===== config.mk =====
export PLATFORM = sky130hd
export DESIGN_NAME = redis_cmd_deserializer_flat
export DESIGN_NICKNAME = d
export VERILOG_FILES = /design/src/rtl/redis_cmd_deserializer_if.sv /design/src/rtl/redis_cmd_deserializer.sv /design/src/flat_wrapper.sv
export SDC_FILE = /design/constraint.sdc
export NUM_CORES = 1
export LEC_CHECK = 0
export CAP_MARGIN = 20
export CORE_UTILIZATION = 44
export CTS_CLUSTER_SIZE = 16
export DETAILED_ROUTE_END_ITERATION = 10
export HOLD_SLACK_MARGIN = 0.05
export PLACE_DENSITY = 0.75
export SYNTH_ARGS = -nofsm -noshare
export SYNTH_HDL_FRONTEND = slang
export SYNTH_SLANG_ARGS = --single-unit
export TNS_END_PERCENT = 100

===== constraint.sdc =====
create_clock -name clk -period 1.8 [get_ports clk]
set_input_delay 0.36 -clock clk [delete_from_list [all_inputs] [get_ports clk]]
set_output_delay 0.36 -clock clk [all_outputs]
set_load 0.01 [all_outputs]

===== src/rtl/redis_cmd_deserializer_if.sv =====
// Byte-stream input, assembled command bus and error pulse of the Redis command deserializer.
// The deserializer uses the slave modport; the host/cache side uses master.
interface redis_cmd_deserializer_if #(
  parameter int CMD_WIDTH   = 8,
  parameter int KEY_WIDTH   = 64,
  parameter int VALUE_WIDTH = 64,
  parameter int TTL_WIDTH   = 32
);
  logic                   in_valid;
  logic [7:0]             in_data;
  logic                   in_ready;
  logic                   cmd_valid;
  logic [CMD_WIDTH-1:0]   cmd_opcode;
  logic [KEY_WIDTH-1:0]   cmd_key;
  logic [VALUE_WIDTH-1:0] cmd_value;
  logic [TTL_WIDTH-1:0]   cmd_ttl;
  logic                   cmd_ready;
  logic                   err_valid;
  logic [1:0]             err_code;

  modport slave (
    input  in_valid, in_data, cmd_ready,
    output in_ready, cmd_valid, cmd_opcode, cmd_key, cmd_value, cmd_ttl,
           err_valid, err_code
  );

  modport master (
    output in_valid, in_data, cmd_ready,
    input  in_ready, cmd_valid, cmd_opcode, cmd_key, cmd_value, cmd_ttl,
           err_valid, err_code
  );
endinterface


===== src/rtl/redis_cmd_deserializer.sv =====
// Assembles GET/SET/DEL byte frames into a parallel command with a valid/ready handshake.
// Optional inter-byte timeout is enabled by defining CMD_TIMEOUT_EN.
module redis_cmd_deserializer #(
  parameter int         KEY_WIDTH      = 64,
  parameter int         VALUE_WIDTH    = 64,
  parameter int         TTL_WIDTH      = 32,
  parameter int         CMD_WIDTH      = 8,
  parameter logic [7:0] OP_GET         = 8'h01,
  parameter logic [7:0] OP_SET         = 8'h02,
  parameter logic [7:0] OP_DEL         = 8'h03,
  parameter int         TIMEOUT_CYCLES = 1024
) (
  input logic clk,
  input logic rst_n,
  redis_cmd_deserializer_if.slave bus
);

  localparam int KEY_BYTES   = KEY_WIDTH / 8;
  localparam int VALUE_BYTES = VALUE_WIDTH / 8;
  localparam int TTL_BYTES   = TTL_WIDTH / 8;
  localparam int MAX_KV      = (KEY_BYTES > VALUE_BYTES) ? KEY_BYTES : VALUE_BYTES;
  localparam int MAX_BYTES   = (MAX_KV > TTL_BYTES) ? MAX_KV : TTL_BYTES;
  localparam int CNT_W       = $clog2(MAX_BYTES) + 1;

  localparam logic [CNT_W-1:0] KEY_LAST   = CNT_W'(KEY_BYTES - 1);
  localparam logic [CNT_W-1:0] VALUE_LAST = CNT_W'(VALUE_BYTES - 1);
  localparam logic [CNT_W-1:0] TTL_LAST   = CNT_W'(TTL_BYTES - 1);

  typedef enum logic [2:0] {S_IDLE, S_KEY, S_VALUE, S_TTL, S_ISSUE} state_t;

  state_t                 state, state_next;
  logic [7:0]             opcode_q;
  logic [KEY_WIDTH-1:0]   key_q;
  logic [VALUE_WIDTH-1:0] value_q;
  logic [TTL_WIDTH-1:0]   ttl_q;
  logic [CNT_W-1:0]       cnt_q;
  logic                   err_valid_q;
  logic [1:0]             err_code_q, err_code_next;
  logic                   accept, is_op, timeout_hit;
  logic                   load_op, shift_key, shift_value, shift_ttl, cnt_clear, err_fire;

  assign accept = bus.in_valid && bus.in_ready;
  assign is_op  = (bus.in_data == OP_GET) || (bus.in_data == OP_SET) || (bus.in_data == OP_DEL);

`ifdef CMD_TIMEOUT_EN
  logic [31:0] idle_cnt;

  always_ff @(posedge clk or negedge rst_n) begin
    if (!rst_n)
      idle_cnt <= '0;
    else if (accept || timeout_hit || state == S_IDLE || state == S_ISSUE)
      idle_cnt <= '0;
    else
      idle_cnt <= idle_cnt + 32'd1;
  end

  assign timeout_hit = (state == S_KEY || state == S_VALUE || state == S_TTL) && !accept &&
                       (idle_cnt == 32'(TIMEOUT_CYCLES - 1));
`else
  logic [31:0] unused_timeout;
  assign unused_timeout = 32'(TIMEOUT_CYCLES);
  assign timeout_hit    = 1'b0;
`endif

  always_ff @(posedge clk or negedge rst_n) begin
    if (!rst_n)
      state <= S_IDLE;
    else
      state <= state_next;
  end

  always_comb begin
    state_next    = state;
    load_op       = 1'b0;
    shift_key     = 1'b0;
    shift_value   = 1'b0;
    shift_ttl     = 1'b0;
    cnt_clear     = 1'b0;
    err_fire      = 1'b0;
    err_code_next = err_code_q;
    case (state)
      S_IDLE: begin
        if (accept) begin
          if (is_op) begin
            load_op    = 1'b1;
            cnt_clear  = 1'b1;
            state_next = S_KEY;
          end else begin
            err_fire      = 1'b1;
            err_code_next = 2'b01;
          end
        end
      end
      S_KEY: begin
        if (accept) begin
          shift_key = 1'b1;
          if (cnt_q == KEY_LAST) begin
            cnt_clear  = 1'b1;
            state_next = (opcode_q == OP_SET) ? S_VALUE : S_ISSUE;
          end
        end
      end
      S_VALUE: begin
        if (accept) begin
          shift_value = 1'b1;
          if (cnt_q == VALUE_LAST) begin
            cnt_clear  = 1'b1;
            state_next = S_TTL;
          end
        end
      end
      S_TTL: begin
        if (accept) begin
          shift_ttl = 1'b1;
          if (cnt_q == TTL_LAST) begin
            cnt_clear  = 1'b1;
            state_next = S_ISSUE;
          end
        end
      end
      S_ISSUE: begin
        if (bus.cmd_ready)
          state_next = S_IDLE;
      end
      default: state_next = S_IDLE;
    endcase
    // A stalled partial frame is abandoned; the stale fields are cleared by the next opcode.
    if (timeout_hit) begin
      state_next    = S_IDLE;
      cnt_clear     = 1'b1;
      err_fire      = 1'b1;
      err_code_next = 2'b10;
    end
  end

  always_ff @(posedge clk or negedge rst_n) begin
    if (!rst_n) begin
      opcode_q    <= '0;
      key_q       <= '0;
      value_q     <= '0;
      ttl_q       <= '0;
      cnt_q       <= '0;
      err_valid_q <= 1'b0;
      err_code_q  <= 2'b00;
    end else begin
      err_valid_q <= err_fire;
      err_code_q  <= err_code_next;
      if (cnt_clear)
        cnt_q <= '0;
      else if (shift_key || shift_value || shift_ttl)
        cnt_q <= cnt_q + 1'b1;
      if (load_op) begin
        opcode_q <= bus.in_data;
        key_q    <= '0;
        value_q  <= '0;
        ttl_q    <= '0;
      end
      if (shift_key)
        key_q <= (key_q << 8) | KEY_WIDTH'(bus.in_data);
      if (shift_value)
        value_q <= (value_q << 8) | VALUE_WIDTH'(bus.in_data);
      if (shift_ttl)
        ttl_q <= (ttl_q << 8) | TTL_WIDTH'(bus.in_data);
    end
  end

  assign bus.in_ready   = (state != S_ISSUE);
  assign bus.cmd_valid  = (state == S_ISSUE);
  assign bus.cmd_opcode = CMD_WIDTH'(opcode_q);
  assign bus.cmd_key    = key_q;
  assign bus.cmd_value  = value_q;
  assign bus.cmd_ttl    = ttl_q;
  assign bus.err_valid  = err_valid_q;
  assign bus.err_code   = err_code_q;

endmodule


===== src/flat_wrapper.sv =====
// flat-port wrapper written by rule: the top's interface ports become plain ports
module redis_cmd_deserializer_flat 
#(
  parameter int         KEY_WIDTH      = 64,
  parameter int         VALUE_WIDTH    = 64,
  parameter int         TTL_WIDTH      = 32,
  parameter int         CMD_WIDTH      = 8,
  parameter logic [7:0] OP_GET         = 8'h01,
  parameter logic [7:0] OP_SET         = 8'h02,
  parameter logic [7:0] OP_DEL         = 8'h03,
  parameter int         TIMEOUT_CYCLES = 1024
)
  (clk, rst_n, bus_in_valid, bus_in_data, bus_cmd_ready, bus_in_ready, bus_cmd_valid, bus_cmd_opcode, bus_cmd_key, bus_cmd_value, bus_cmd_ttl, bus_err_valid, bus_err_code);
  redis_cmd_deserializer_if #(.CMD_WIDTH(CMD_WIDTH), .KEY_WIDTH(KEY_WIDTH), .VALUE_WIDTH(VALUE_WIDTH), .TTL_WIDTH(TTL_WIDTH)) bus_i ();
  input logic clk;
  input logic rst_n;
  input wire logic [$bits(bus_i.in_valid)-1:0] bus_in_valid;
  input wire logic [$bits(bus_i.in_data)-1:0] bus_in_data;
  input wire logic [$bits(bus_i.cmd_ready)-1:0] bus_cmd_ready;
  output wire logic [$bits(bus_i.in_ready)-1:0] bus_in_ready;
  output wire logic [$bits(bus_i.cmd_valid)-1:0] bus_cmd_valid;
  output wire logic [$bits(bus_i.cmd_opcode)-1:0] bus_cmd_opcode;
  output wire logic [$bits(bus_i.cmd_key)-1:0] bus_cmd_key;
  output wire logic [$bits(bus_i.cmd_value)-1:0] bus_cmd_value;
  output wire logic [$bits(bus_i.cmd_ttl)-1:0] bus_cmd_ttl;
  output wire logic [$bits(bus_i.err_valid)-1:0] bus_err_valid;
  output wire logic [$bits(bus_i.err_code)-1:0] bus_err_code;
  assign bus_i.in_valid = bus_in_valid;
  assign bus_i.in_data = bus_in_data;
  assign bus_i.cmd_ready = bus_cmd_ready;
  assign bus_in_ready = bus_i.in_ready;
  assign bus_cmd_valid = bus_i.cmd_valid;
  assign bus_cmd_opcode = bus_i.cmd_opcode;
  assign bus_cmd_key = bus_i.cmd_key;
  assign bus_cmd_value = bus_i.cmd_value;
  assign bus_cmd_ttl = bus_i.cmd_ttl;
  assign bus_err_valid = bus_i.err_valid;
  assign bus_err_code = bus_i.err_code;
  redis_cmd_deserializer #(.KEY_WIDTH(KEY_WIDTH), .VALUE_WIDTH(VALUE_WIDTH), .TTL_WIDTH(TTL_WIDTH), .CMD_WIDTH(CMD_WIDTH), .OP_GET(OP_GET), .OP_SET(OP_SET), .OP_DEL(OP_DEL), .TIMEOUT_CYCLES(TIMEOUT_CYCLES)) u_core (.clk(clk), .rst_n(rst_n), .bus(bus_i));
endmodule

==> run_1/class_map.png <==
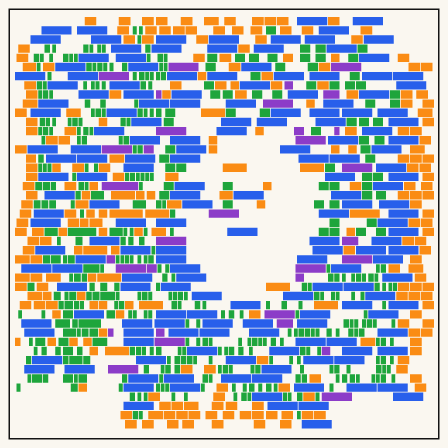
[remaining buffers and delay cells] orange | cells: 242 | share of their area: 26%
[sequential cells] blue | cells: 177 | share of their area: 45%
[clock drivers and dummy loads] purple | cells: 32 | share of their area: 5.9%
[remaining logic cells] green | cells: 419 | share of their area: 23%

==> run_1/placed.png <==
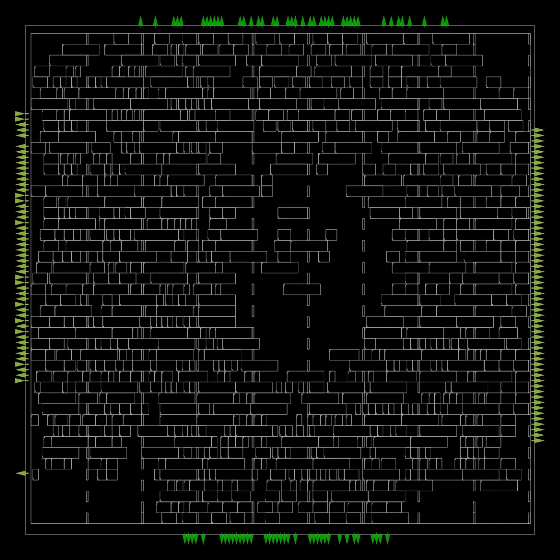
Tapcells: 211
# fillers: 1154
proportion of cell area occupied by registers: 44.26%
core outline area: 15260 um^2

==> run_1/m3.png <==
Bar = 50 um.
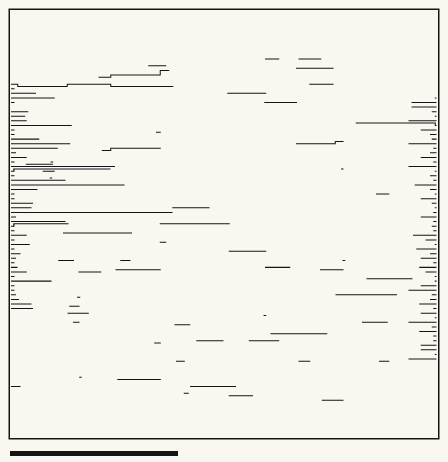
nets with wire on the layer: 134
wire length on this layer: 974 um

==> run_1/ff_map.png <==
Bar = 50 um.
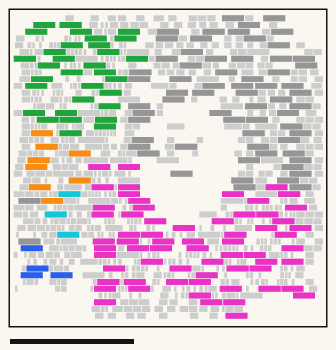
[`u_core.state`] cyan | placed flops: 3
[`u_core.bus.cmd_ttl`] green | placed flops: 32 | where: north-west
[`u_core.bus.cmd_key`] magenta | placed flops: 64
[`u_core.cnt_q`] blue | placed flops: 4 | where: south-west
[`u_core.bus.cmd_opcode`] orange | placed flops: 8 | where: west
not colored: 66

==> run 1: power by group <==
part / switching, mW / internal (mW)
combinational: 0.941 / 1.08
sequential: 0.470 / 4.44
clock: 1.53 / 2.01
total: 2.94 / 7.53
==> run 1: through the flow <==
step,hold WS (ns),area [um^2],setup WS (ns),util (%),instances
3_3_place_gp,0.3127,9203,-0.5856,60.31,1033
3_5_place_dp,0.3184,9203,-0.6370,60.31,1033
6_report,0.3805,10010,-0.1474,65.58,1081
4_1_cts,0.4158,9864,-0.1542,64.65,1071
5_1_grt,0.3750,10010,-0.2121,65.58,1081
2_1_floorplan,0.06441,6884,-0.2029,-,645
==> run 1: path summary, 6_finish.rpt <==
path                                         from                       end  slack, ns  cells past startpoint
max                               u_core.state[1]  u_core.bus.cmd_opcode[1]      -0.15                      5
min                                bus_in_data[6]     u_core.bus.cmd_ttl[6]       0.38                      4
max reg2reg                       u_core.state[1]  u_core.bus.cmd_opcode[1]      -0.15                      5
min reg2reg                u_core.bus.err_code[0]    u_core.bus.err_code[0]       0.48                      1
max in group asynchronous                   rst_n  u_core.bus.cmd_value[34]       0.78                      3
min in group asynchronous                   rst_n    u_core.bus.cmd_ttl[24]       0.42                      2
==> run 1: routing by layer <==
layer	part of all wire [%]	vias to the layer above	track usage [%]	wire [um]
li1	-	2622	-	-
met1	44	2772	29.76	7730
met2	49	188	35.84	8605
met3	5.5	31	6.072	974
met4	1.8	0	8.613	322
met5	0	-	0	0
==> run 1: state kept, by name (all words and copies together), names as in the netlist <==
| signal | flops |
|---|---|
| u_core.bus.err_code | 1 |
| u_core.bus.cmd_value | 64 |
| u_core.state | 3 |
| u_core.bus.cmd_ttl | 32 |
| u_core.cnt_q | 4 |
| u_core.bus.cmd_key | 64 |
| u_core.bus.cmd_opcode | 8 |
| u_core.bus.err_valid | 1 |
==> run summary, run 1 <==
State of the implementation.

- The number of levels in the clock H-tree is 4, for reference.
- For this run, the script counts the antenna cells in the layout as 0.
- The routed via count is 5613, for reference.
- Yosys attributes the largest share of cell area to dfrtp_1, nand2_1, a22o_1.
- After layout, the worst setup slack is -0.1474 ns.
- Before placement the cells fill 45.12% of the core.
- The flow ran to the end, but the final reports show violations.
- The TritonCTS clock tree is yes, for reference.
- The post-layout net count is around 870, for reference.
- Per the layout area report, the combinational gate area comes to 2233 um^2.
- The signed area change from the synthesized netlist to the final layout is 45.37%, for reference.
- For the worst setup path, the data arrival time is between 2 and 2.5 ns.
- Per the STA report, the cell with the highest stage delay on the worst path is or4b_4.
- The post-synth count of flops with an enable pin is 0.
- The layout buffering overhead excluding clock cells is roughly 25%, for reference.
- The detailed-router iteration count before antenna repair is 5, for reference.
- Yosys reports that the most numerous cell types are nand2_1, dfrtp_1, o21ai_0, a22o_1, clkbuf_1.
- The multi-input gate share of total cell area is 22.32%, for reference.
- The checks that failed: negative setup slack.
- The final weighted congestion recorded by global placement is slightly below 0.8.
- The required time at the worst-slack endpoint is between 2 and 2.5 ns, for reference.
- The post-synth net total is 658, for reference.
- The share of the yosys chip area belonging to registers is 64.34%, for reference.
- Measured along the x axis, the die boundary spans roughly 130 um.
- The cell accounting for the most synthesized area is dfrtp_1, for reference.
- The number of storage elements in the synthesis netlist is around 180, for reference.
- Ranked by total area, the top cell class in this layout is flip-flops and latches.
- After global routing the overflow that remains totals 0.
- The tree is rooted in a clkbuf_16.
- The start-to-end type of the worst setup path is register to register, for reference.
- The post-synthesis async set-or-reset flop share is 100.0%, for reference.
- The floorplan has roughly 45 rows.
- The setup violation total in the final timing report is about 150, for reference.
- There are about 180 flip-flops and latches.
- The worst IR drop on VDD is a little under 0.7 mV, for reference.
- The via count of the first global-routing pass was ~5500.
- The non-clock inverter total of the final layout is 1, for reference.
- The setup TNS is -15.60 ns, for reference.
- Setup repair after global routing could not meet its margin everywhere.
- The quantity of gates resized following cts is 12, for reference.
- The port buffer count is ~180, for reference.
- After the first detailed-routing iteration, the DRC count stood at 390.
- For reference, the top logic cell family by area is AND-OR/OR-AND gates.
- Entering global routing, the biggest net connects between 70 and 80 pins.
- The routed layout reports a DRC error count of 0.
- The CTS report gives the tree buffer count as 17.
- Per the cell usage report, the commonest logic cells after layout are nand2_1, dfrtp_1, clkdlybuf4s50_1.
- The reported max-cap violation count is 0, for reference.
- The number of cells produced by synthesis is around 650, for reference.
- The area taken by sequential standard cells is reported as approximately 4400 um^2.
- In this run the biggest area consumer among cell types represents 64.34% of the synthesized area.
- The area of the mapped netlist is about 7000 um^2, for reference.
- For this run, combinational gates with multiple inputs come to 418.
- The share of synthesized cell area in full adder, half adder and majority cells is 0.1818%, for reference.
- Buffers added to address setup during post-CTS repair amount to 4.
- The number of buffers and inverters on the critical path is 2.
- The buffer depth of the longest clock path is 2, for reference.
- Counting only logic cells after layout, the most numerous master is nand2_1.
- Post-synthesis, Yosys gives the total cell area as 6884 um^2.
- The most used flip-flop cell after synthesis is dfrtp_1.
- The global-route wire length before repair is ~28000 um, for reference.
- After detailed routing, the number of vias per cell comes to just over 5.
- For reference, the post-synthesis area per instance comes to around 11 um^2.
- STA classifies the critical path endpoint as a register.
- The clock insertion delay at the later pin of the skew report is 0.43 ns, for reference.
- After clock tree synthesis, the flow added hold-fix buffers numbering 1.
- The static power due to leakage is about 4.7 nW, for reference.
- The chip footprint is 16150 um^2, for reference.
- The startpoint type of the worst setup path is a register, for reference.
- The wire length per cell is ~16 um, for reference.
- Non-clock buffers in the final layout number 242.
- The leading cell type by number of instances after synthesis is nand2_1, for reference.
- Note, the detailed placer reported a final HPWL of between 10000 and 15000 um.
- The maximum fanout along the worst path is 3, for reference.
==> run_1/util_map.png <==
The die is cut into 13 by 13 equal tiles; white is low, dark blue is high, 0 to 100% covered.
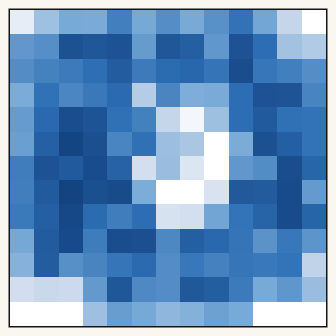

## Run 2: what changed since run 1
Settings changed: CORE_MARGIN set to 4, CTS_CLUSTER_SIZE 16 to 25.
==> run_2/util_map.png <==
The die is cut into 13 by 13 equal tiles; white is low, dark blue is high, 0 to 100% covered.
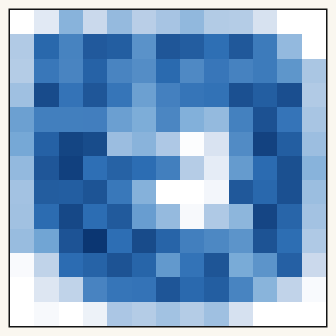
tiles over 75% full: 31%
densest ninth of the die: west
nearly empty tiles: 7.7%
mean over tiles: 54%
fullest tile: 98%

==> run 2 against run 1 <==
  * The run still ends with negative setup slack left
  * Sequential cell count unchanged
  * Largest cell class unchanged
  * Setup slack improved by 0.0047 ns
  * Critical endpoint is now u_core.bus.cmd_value[42]
  * Sequential power about the same
  * Non-clock buffer count decreased by 12
  * Design area decreased by 1.4%
==> run summary, run 2 <==
State of the implementation.

- Outcome: finished, violations left (unchanged).
- Violated checks: negative setup slack (unchanged).
- The area of the mapped netlist was 6884 um^2 (unchanged).
- The chip footprint was 17710 um^2 (was 16150 um^2).
- The final RePlAce weighted congestion is 0.8051 (was 0.7701).
- Setup repair after global routing missed its margin: true (unchanged).
- The starting utilization of the core area is 45.12% (unchanged), for reference.
- The final core utilization is 64.69% (was 65.58%), for reference.
- The routed via count is 5635 (was 5613).
- The startpoint type of the worst setup path is an input pin (was register).
- The mean post-synth cell area is 10.67 um^2 (unchanged), for reference.
- The destination of the worst register-to-register timing path was u_core.bus.cmd_value[42] (was u_core.bus.cmd_opcode[1]).
- The number of antenna repair diodes is 0 (unchanged).
- The via count of the first global-routing pass is 5621 (was 5450), for reference.
- The share of the yosys chip area belonging to registers is 64.34% (unchanged), for reference.
- The half-perimeter wire length after detailed placement was 12460 um (was 11830 um).
- The setup TNS is -14.42 ns (was -15.60 ns), for reference.
- The top flip-flop cell by instance count after synthesis is dfrtp_1 (unchanged), for reference.
- The TritonCTS clock tree is yes (unchanged).
- The number of cells produced by synthesis is 645 (unchanged).
- The cell total after placement is 1028 (was 1033), for reference.
- The number of levels in the clock H-tree came to 4 (unchanged).
- The maximum number of pins on one net before global-route repair is 67 (was 77), for reference.
- The overall die width is 133.1 um (was 127.1 um), for reference.
- The signed area change from the synthesized netlist to the final layout is 43.38% (was 45.37%), for reference.
- The number of cells traversed by the worst hold path is 4 (unchanged).
- The setup slack of the critical path after layout is -0.1427 ns (was -0.1474 ns), for reference.
- Most instantiated logic cells after routing: nand2_1, dfrtp_1, clkdlybuf4s50_1 (unchanged).
- The net switching power figure came to 2.831 mW (was 2.943 mW).
- The reg2reg setup slack is -0.14 ns (was -0.15 ns), for reference.
- The static power due to leakage is 4.463 nW (was 4.659 nW), for reference.
- Ranking of synthesized cells by area: dfrtp_1, nand2_1, a22o_1 (unchanged).
- The post-synth area from yosys stat is 6884 um^2 (unchanged), for reference.
- The required time at the worst-slack endpoint is 2.10 ns (was 2.12 ns), for reference.
- The area inside the core boundary is 15260 um^2 (unchanged), for reference.
- The buffer depth of the longest clock path was 2 (unchanged).
- The worst min-delay path startpoint is bus_in_data[6] (unchanged), for reference.
- The final instance count without filler cells came to 1067 (was 1081).
- The element type at the critical path end was a register (unchanged).
- The reported max-cap violation count was 0 (unchanged).
- The destination of the worst hold path was u_core.bus.cmd_ttl[6] (unchanged).
- The detailed-router iteration count before antenna repair is 5 (unchanged), for reference.
- The worst reg2reg path depth is 6 (was 5), for reference.
- The setup violation total in the final timing report is 162 (was 145), for reference.
- The maximum fanout along the worst path was 13 (was 3).
- The post-layout net count is 858 (was 870).
- The aggregate global routing overflow came to 0 (unchanged).
- The post-synth net total is 658 (unchanged).
- The sequential share of power came to 48.3% (was 46.9%).
- The port buffer count is 183 (unchanged), for reference.
- The startpoint of the most critical setup path is bus_in_valid (was u_core.state[1]).
- The root buffer cell is clkbuf_16 (unchanged).
- The post-synthesis async set-or-reset flop share is 100.0% (unchanged), for reference.
- The cell internal power dissipation is 7.362 mW (was 7.530 mW), for reference.
- The number of DRC markers in iteration 0 is 402 (was 390), for reference.
- The worst path arrival time is 2.24 ns (was 2.27 ns), for reference.
- The logic gate share of total power is 20.2% (was 19.3%), for reference.
- The average via count per standard cell is 5.281 (was 5.192), for reference.
- The count of flip-flops with a built-in enable after synthesis is 0 (unchanged), for reference.
- The worst setup slack before clock tree synthesis is -0.6326 ns (was -0.6370 ns), for reference.
- The worst flop-to-flop path startpoint is u_core.state[2] (was u_core.state[1]).
- The fraction of power consumed by the clock network is 31.5% (was 33.8%), for reference.
- The number of standard-cell rows in the floorplan was 45 (unchanged).
- The most frequent logic cell in the layout is nand2_1 (unchanged).
- The wire length per cell is 17.02 um (was 16.31 um), for reference.
- The clock insertion delay at the later pin of the skew report is 0.42 ns (was 0.43 ns), for reference.
- The global-route wire length before repair is 29520 um (was 28120 um), for reference.
- The DRC violation count after routing came to 0 (unchanged).
- The final instance area is 9871 um^2 (was 10010 um^2), for reference.
- The start-to-end type of the worst setup path is input pin to register (was register to register).
==> run_2/m3.png <==
Bar = 50 um.
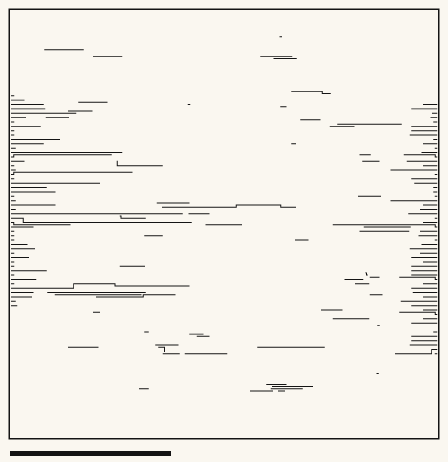
main direction: horizontal
longest straight run: 53.1 um
wire length on this layer: 1370 um

## run 2: netlist changes by cell type in the layout (fill, tap and decap cells not counted), moves of 3 or more
cell,delta
clkinvlp_4,-3
o21ai_2,+6
buf_4,-15
o21ai_1,+14
clkbuf_1,+5
o21ai_0,-20
clkdlybuf4s50_1,+9
dlymetal6s2s_1,-7
## run 2: logic make-up after synthesis
kind of cell	after synthesis	share of synthesized area (%)
adder cells (fa/ha/maj)	1	0.1817
other	1	0.05447
buffers and inverters	50	3.671
AND-OR/OR-AND	170	16.03
multiplexers	2	0.3271
flip-flops	177	64.34
XOR/XNOR	4	0.5090
AND/OR/NAND/NOR	240	14.89
## run 2: repair_timing
item,CTS,global route
hold endpoints to repair,25,0
gates cloned,1,0
hold buffers,1,0
pin swaps,4,7
setup buffers,3,6
setup endpoints to repair,158,179
resized,18,40
## run 2: critical path, stage by stage
cell and delay (ns):
clkdlybuf4s50_1 0.50, or4b_4 0.50, nor4b_4 0.27, buf_6 0.18
nor2_4 0.07, clkbuf_16 0.17, a22o_1 0.18
## run 2: layout make-up
class / count / area, um^2
Multi-Input combinational cell: 418 / 2252
Fill cell: 1191 / 5388
Tap cell: 211 / 264.0
Clock buffer: 24 / 471.7
Clock inverter: 6 / 35.03
Timing Repair Buffer: 230 / 2414
Inverter: 1 / 3.754
Sequential cell: 177 / 4431
## run 2: power groups by stage
stage                     logic (mW)  registers, mW  clock network, mW
after detailed placement        2.02           4.97                  0
final                           2.06           4.92               3.21
after global routing            2.24           4.98               3.45
after floorplan                0.571           5.03                  0
after CTS                       2.05           4.91               3.27
after global placement          1.96           4.96                  0
## run 2: per-layer routing
metal,vias to the layer above,global-route usage (%),part of all wire [%]
li1,2603,-,-
met1,2797,28.04,43
met2,218,32.25,49
met3,17,5.437,7.5
met4,0,5.889,0.94
met5,-,0,0
## Run 3: what changed since run 2
Settings changed: HOLD_SLACK_MARGIN 0.05 to not set.
==> run_3/placed.png <==
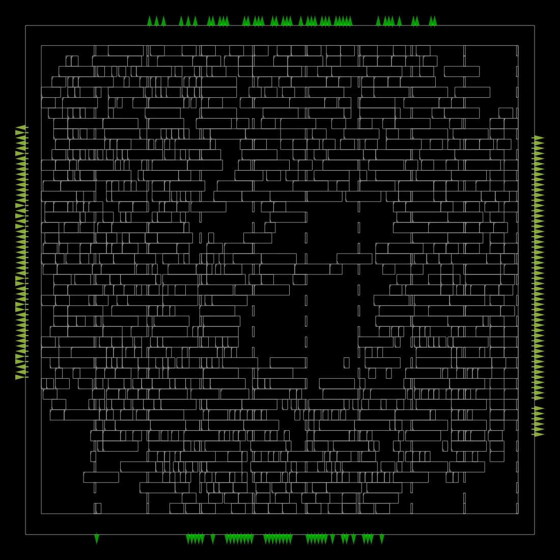
core utilization of the finished layout: 64.69%
count of standard-cell rows: 45
Flop Count: 177
# fillers: 1191

==> run_3/util_map.png <==
The die is cut into 13 by 13 equal tiles; white is low, dark blue is high, 0 to 100% covered.
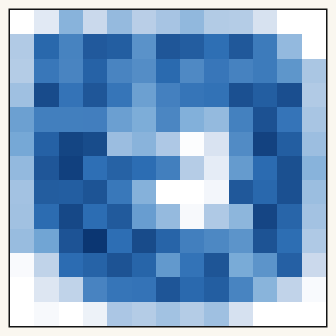
tiles over 75% full: 31%
densest ninth of the die: west
mean over tiles: 54%
fullest tile: 98%
nearly empty tiles: 7.7%

==> run 3 against run 2 <==
  * The run still ends with negative setup slack left
  * Sequential power is essentially flat
  * Critical path depth is the same
  * Largest cell class unchanged
  * First-iteration DRC count is the same
  * Final cell count is the same
  * Power is the same
  * Global-route usage is the same
  * Synthesized area is the same
  * Fmax is the same
==> run summary, run 3 <==
State of the implementation.

- The number of DRC markers in iteration 0 is 402 (unchanged), for reference.
- Outcome: finished, violations left (unchanged).
- List of most frequent post-synthesis cells: nand2_1, dfrtp_1, o21ai_0, a22o_1, clkbuf_1 (unchanged).
- The number of levels in the clock H-tree is 4 (unchanged), for reference.
- The root buffer cell is clkbuf_16 (unchanged).
- The routed metal-1 wirelength is 7773 um (unchanged).
- The worst reg2reg path depth is 6 (unchanged), for reference.
- The destination of the worst hold path is u_core.bus.cmd_ttl[6] (unchanged), for reference.
- The met3 routing resource usage after global routing came to 5.437% (unchanged).
- The worst min-delay path startpoint is bus_in_data[6] (unchanged).
- The number of cells produced by synthesis is 645 (unchanged), for reference.
- The area inside the core boundary was 15260 um^2 (unchanged).
- The detailed-router iteration count before antenna repair is 5 (unchanged), for reference.
- The destination of the worst register-to-register timing path is u_core.bus.cmd_value[42] (unchanged).
- The port buffer count is 183 (unchanged), for reference.
- The routed via count is 5635 (unchanged), for reference.
- The clock buffer count from CTS is 17 (unchanged), for reference.
- The count of flip-flops with a built-in enable after synthesis is 0 (unchanged), for reference.
- The setup TNS came to -14.42 ns (unchanged).
- The met2 routing resource usage after global routing is 32.25% (unchanged), for reference.
- The buffer depth of the longest clock path is 2 (unchanged), for reference.
- The share of the clock period used by the worst path is 107.9% (unchanged), for reference.
- The number of storage elements in the synthesis netlist is 177 (unchanged), for reference.
- The worst IR drop on VDD is 0.6099 mV (unchanged), for reference.
- The setup slack of the critical path after layout is -0.1427 ns (unchanged).
- The mean post-synth cell area came to 10.67 um^2 (unchanged).
- The cell accounting for the most synthesized area is dfrtp_1 (unchanged).
- The post-synth net total is 658 (unchanged), for reference.
- The uppermost signal routing layer after detailed routing is met4 (unchanged).
- The overall die width is 133.1 um (unchanged), for reference.
- The post-route minimum period is 1.943 ns (unchanged), for reference.
- The routed wire length on met3 is 1366 um (unchanged).
- The global-route wire length before repair is 29520 um (unchanged).
- The fraction of final layout cells with drive strength greater than 1 is 10.98% (unchanged).
- The number of antenna repair diodes came to 0 (unchanged).
- The element type at the critical path end was a register (unchanged).
- The worst-path cell with the longest stage delay is clkdlybuf4s50_1 (unchanged).
- The aggregate global routing overflow is 0 (unchanged), for reference.
- The reg2reg setup slack is -0.14 ns (about the same), for reference.
- The busiest metal layer after global routing is met2 (unchanged).
- The reported max-cap violation count is 0 (unchanged).
- The start-to-end type of the worst setup path is input pin to register (unchanged), for reference.
- The met2 wirelength from detailed routing came to 8848 um (unchanged).
- The final RePlAce weighted congestion came to 0.8051 (unchanged).
- The half-perimeter wire length after detailed placement is 12460 um (unchanged), for reference.
- The signed area change from the synthesized netlist to the final layout came to 43.38% (unchanged).
- The path class of the lowest-slack min-delay path is input pin to register (unchanged), for reference.
- The chip footprint is 17710 um^2 (unchanged), for reference.
- The area fraction of the dominant cell type after synthesis is 64.34% (unchanged).
- The final instance count without filler cells is 1067 (unchanged), for reference.
- The clock insertion delay at the later pin of the skew report is 0.42 ns (about the same), for reference.
- The number of cells traversed by the worst hold path is 4 (unchanged), for reference.
- The area of the mapped netlist was 6884 um^2 (unchanged).
- The leading cell type by number of instances after synthesis is nand2_1 (unchanged), for reference.
- The most frequent logic cell in the layout is nand2_1 (unchanged).
- Setup repair after global routing missed its margin: true (unchanged).
- The worst flop-to-flop path startpoint is u_core.state[2] (unchanged).
- The cell area after placement is 9193 um^2 (unchanged), for reference.
- The average via count per standard cell was 5.281 (unchanged).
- The DRC violation count after routing came to 0 (unchanged).
- Ranking of synthesized cells by area: dfrtp_1, nand2_1, a22o_1 (unchanged).
- The worst path arrival time was 2.24 ns (about the same).
- The maximum number of pins on one net before global-route repair is 67 (unchanged), for reference.
- The setup violation total in the final timing report was 162 (unchanged).
- The number of gates on the worst path with buffers counted is 7 (unchanged), for reference.
- Most instantiated logic cells after routing: nand2_1, dfrtp_1, clkdlybuf4s50_1 (unchanged).
- The static power due to leakage is 4.463 nW (unchanged).
- Violated checks: negative setup slack (unchanged).
- The starting utilization of the core area is 45.12% (unchanged).
- The share of the yosys chip area belonging to registers came to 64.34% (unchanged).
- The wire length per cell was 17.02 um (unchanged).
- The met1 track demand over resource is 28.04% (unchanged), for reference.
- The via count of the first global-routing pass was 5621 (unchanged).
- The final instance area was 9871 um^2 (unchanged).
- The startpoint type of the worst setup path is an input pin (unchanged), for reference.
- The post-synth area from yosys stat is 6884 um^2 (unchanged), for reference.
- The top cell family by delay on the critical path was buffers and inverters (unchanged).
- The count of buffer and inverter cells on the critical path was 3 (unchanged).
- Crit path cell chain: clkdlybuf4s50_1 -> or4b_4 -> nor4b_4 -> buf_6 -> nor2_4 -> clkbuf_16 -> a22o_1 (unchanged).
- The top flip-flop cell by instance count after synthesis is dfrtp_1 (unchanged), for reference.
- The TritonCTS clock tree was yes (unchanged).
- The worst setup slack before clock tree synthesis is -0.6326 ns (unchanged), for reference.
- The delay of the slowest cell on the worst path came to 0.50 ns (about the same).
- The post-layout net count is 858 (unchanged), for reference.
- The required time at the worst-slack endpoint was 2.10 ns (about the same).
- The cell total after placement is 1028 (unchanged), for reference.
- The post-synthesis async set-or-reset flop share is 100.0% (unchanged).
- The maximum fanout along the worst path is 13 (unchanged), for reference.
run 3: cell counts after synthesis:
Identical to the previous run, type by type.
run 3: kinds of logic (layout without fill, tap and decap cells):
kind of cell,Yosys count,count (layout),synth area share [%]
flip-flops,177,177,64.34
multiplexers,2,2,0.3271
adder cells (fa/ha/maj),1,1,0.1817
XOR/XNOR,4,4,0.5090
AND-OR/OR-AND,170,170,16.03
AND/OR/NAND/NOR,240,240,14.89
other,1,1,0.05447
buffers and inverters,50,261,3.671
run 3: per-stage QoR:
step	hold slack, ns	power, mW
after floorplan	0.06441	5.597
after global placement	0.2591	6.917
after detailed placement	0.2670	6.999
after CTS	0.3845	10.23
after global routing	0.3611	10.67
final	0.3717	10.19
run 3: final cells by class:
cell class                 instances  area [um^2]
clock buffer                      24        471.7
clock inverter                     6        35.03
fill                            1191         5388
inverter                           1        3.754
multi-input combinational        418         2252
sequential                       177         4431
tap                              211        264.0
timing repair buffer             230         2414
run 3: what timing repair did:
| item | in CTS | in global routing |
|---|---|---|
| endpoints found under the setup margin | 158 | 179 |
| endpoints found under the hold margin | 25 | 0 |
| setup buffers | 3 | 6 |
| pin swaps | 4 | 7 |
| cloned | 1 | 0 |
| hold buffers | 1 | 0 |
| gates resized | 18 | 40 |
run 3: worst max path at each step:
| stage | startpoint | to |
|---|---|---|
| after global placement | bus_in_data[5] | u_core.bus.cmd_value[11] |
| after global routing | u_core.state[2] | u_core.bus.cmd_value[3] |
| after detailed placement | bus_in_data[5] | u_core.bus.cmd_value[11] |
| after floorplan | u_core.state[1] | u_core.bus.cmd_value[25] |
| after CTS | u_core.state[2] | u_core.bus.cmd_value[59] |
| final | bus_in_valid | u_core.bus.cmd_value[42] |
run 3: power breakdown:
part,switching [mW],internal [mW]
registers,0.475,4.44
clock network,1.40,1.81
logic,0.956,1.11
Power is estimated from default activity; no workload was simulated.
